===== src/rtl/full_adder.sv =====
// full_adder: registered ripple-carry adder built from per-bit full-adder cells.
// {c_out, sum} = a + b + cin, visible one clock after in_valid is sampled.
// Optional signed-overflow output is enabled by defining FULL_ADDER_OVERFLOW_EN.
module full_adder #(
    parameter int WIDTH = 1
) (
    input  logic             clk,
    input  logic             rst,
    input  logic             in_valid,
    input  logic [WIDTH-1:0] a,
    input  logic [WIDTH-1:0] b,
    input  logic             cin,
    output logic [WIDTH-1:0] sum,
    output logic             c_out,
`ifdef FULL_ADDER_OVERFLOW_EN
    output logic             overflow,
`endif
    output logic             out_valid
);

    // carry[i] is the carry into bit i; carry[WIDTH] is the carry out.
    logic [WIDTH:0]   carry;
    logic [WIDTH-1:0] sum_c;

    assign carry[0] = cin;

    for (genvar i = 0; i < WIDTH; i++) begin : g_cell
        logic p;
        assign p            = a[i] ^ b[i];
        assign sum_c[i]     = p ^ carry[i];
        assign carry[i + 1] = (a[i] & b[i]) | (carry[i] & p);
    end

    // ---- stage p0: output registers ----
    logic [WIDTH-1:0] sum_p0;
    logic             c_out_p0;
    logic             vld_p0;

    // Capture the ripple result on accepted inputs; hold it otherwise.
    always_ff @(posedge clk) begin
        if (rst) begin
            sum_p0   <= '0;
            c_out_p0 <= 1'b0;
            vld_p0   <= 1'b0;
        end else begin
            vld_p0 <= in_valid;
            if (in_valid) begin
                sum_p0   <= sum_c;
                c_out_p0 <= carry[WIDTH];
            end
        end
    end

`ifdef FULL_ADDER_OVERFLOW_EN
    // Signed overflow: carry into the sign bit differs from carry out of it.
    // For WIDTH=1 carry[0] is cin, giving c_1 ^ cin.
    logic ovf_c;
    logic ovf_p0;

    assign ovf_c = carry[WIDTH] ^ carry[WIDTH-1];

    // Overflow flag tracks the sum register: reset to 0, load on accept, else hold.
    always_ff @(posedge clk) begin
        if (rst) begin
            ovf_p0 <= 1'b0;
        end else if (in_valid) begin
            ovf_p0 <= ovf_c;
        end
    end

    assign overflow = ovf_p0;
`endif

    assign sum       = sum_p0;
    assign c_out     = c_out_p0;
    assign out_valid = vld_p0;

endmodule


===== config.mk =====
export PLATFORM = sky130hd
export DESIGN_NAME = full_adder
export DESIGN_NICKNAME = d
export VERILOG_FILES = /design/src/rtl/full_adder.sv
export SDC_FILE = /design/constraint.sdc
export NUM_CORES = 1
export LEC_CHECK = 0
export CAP_MARGIN = 20
export CORE_AREA = 5 5 42 44
export CTS_CLUSTER_SIZE = 28
export DETAILED_ROUTE_END_ITERATION = 7
export DIE_AREA = 0 0 47 49
export SYNTH_ARGS = -nofsm -noshare
export SYNTH_HDL_FRONTEND = slang
export SYNTH_SLANG_ARGS = --single-unit

===== constraint.sdc =====
create_clock -name clk -period 1.12 [get_ports clk]
set_input_delay 0.224 -clock clk [delete_from_list [all_inputs] [get_ports clk]]
set_output_delay 0.224 -clock clk [all_outputs]
set_load 0.02 [all_outputs]

**Wiring heat map**

The bar under the picture is 10 um long. 9 x 10 tiles, from dark blue (low) to red (high), scaled to the fullest tile. Values are wire area over tile area, all layers added.
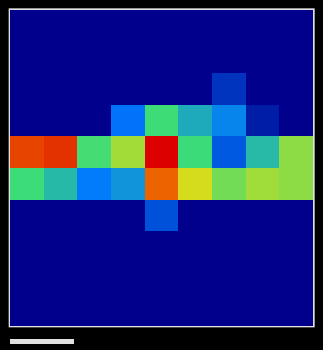
fullest tile	0.19
tiles over half the peak	13%
nearly empty tiles	72%
mean over tiles	0.026

**The metal 1 layer**

The bar under the picture is 10 um long.
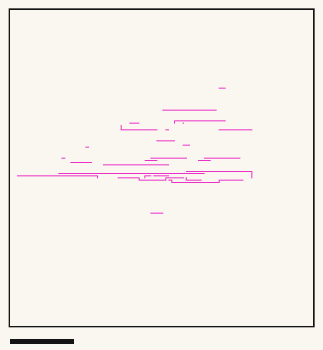
share of all routed wire	45%
longest straight run	22.5 um

==> flow_summary_export.csv <==
group,metric,value,unit
timing,setup-violations-final,0,
critical_path,r2r-start,"sum$_SDFFE_PP0P_",
run,warnings,26,
timing,final_hold_viol_count,0,
timing,max_freq,930,MHz
layout,comb_area,53.8,um2
layout,final_common_cell,"dlygate4sd2_1",
drt,dr_wl_met3,77,um
min_path,min_path_cells,4,
synth,netlist_instances,9,
drt,wl_met1,140,um
layout,nFillCells,167,
grt,grt_use_met3,5.17,%
run_status,status,"complete, no violations",
pwr,power-top-group,"the clock network",
critical_path,cp_data_arrival_time,0.85,ns
clock_tree,cts_hold_buffers,0,
die,coreArea,1400,um2
run,maxCapViolCount,0,
grt,grt_busiest_layer,"met3",
critical_path,worstPathRequired,0.90,ns
drt,wl_met2,96,um
synth,syn_area,114,um2
synth,yosys_warnings,0,
pwr,p_leak,0.114,nW
clock_tree,insertion_delay,0.23,ns
layout,drive_gt1_share,26.1,%
synth,synth_flops,3,
synth,ys_area,114,um2
layout,final_util,17.5,%
drt,dr.pass1.iters,4,
drt,finalWirelength,315,um
layout,flops,3,
layout,buffers,10,
layout,num-nonclk-inverters,0,
clock_tree,path_clk_slew,0.04,ns
grt,grt-ovfl-total,0,
grt,met1_usage,3.74,%
critical_path,cpMaxStageDelayCell,"dlygate4sd2_1",
pwr,pg_comb,0.0000611,W
layout,final_cell_mix,"4 x dlygate4sd2_1, 3 x dfxtp_1, 3 x clkbuf_4",
layout,final-clk-cell-share,10.7,%
pwr,p_per_area,1510,nW/um2
critical_path,crit_fanout,1,
clock_tree,cts_buffer_depth,2,
grt,grt_max_degree,4,
die,tap_cells,16,
grt,grtUsageTotal,3.74,%
layout,buffer_area_share,34.7,%
clock_tree,cts_root_buffer,"clkbuf_4",
**Routed clock nets over the placement**

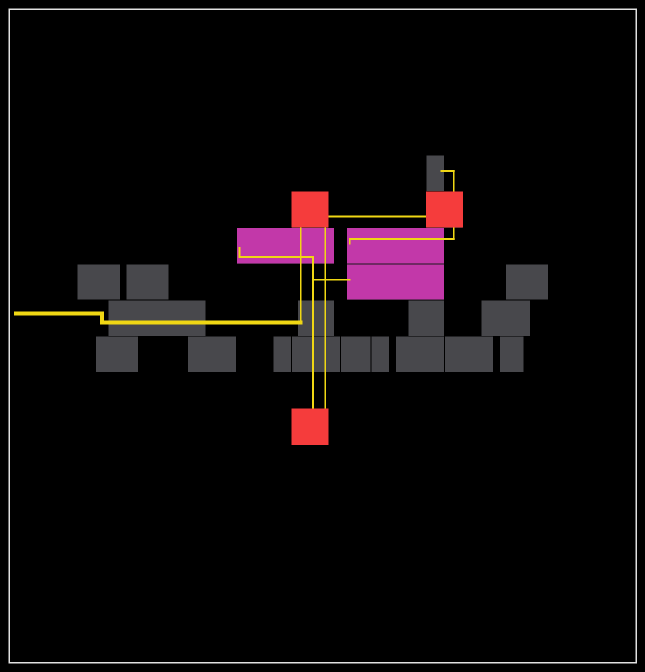
[red] clock drivers | count: 3
[yellow] clock wires | length: 91.9 um
[magenta] flip-flops | count: 3
routed clock nets	4

==> flip-flops by register name, summed over array words and instances (netlist names) <==
signal and count:
c_out 1, out_valid 1, sum 1
==> cell families (layout without fill, tap and decap cells) <==
logic type | count (synthesis) | count (layout) | synth area share (%)
DFF | 3 | 3 | 52.7
and+or+nand+nor | 3 | 3 | 12.1
buffers and inverters | 0 | 14 | 0
muxes | 2 | 2 | 17.6
adders and majority gates | 1 | 1 | 17.6
==> Yosys cell counts <==
cell and number:
nor2_1 2, fa_1 1, dfxtp_1 3, mux2i_1 2, nor2b_1 1
==> stage by stage <==
step | instances | cell area [um2]
after floorplan | 9 | 114
after global placement | 35 | 229
after detailed placement | 35 | 229
after CTS | 39 | 249
after global routing | 39 | 245
final | 39 | 245
Power and IR drop assume default switching activity.
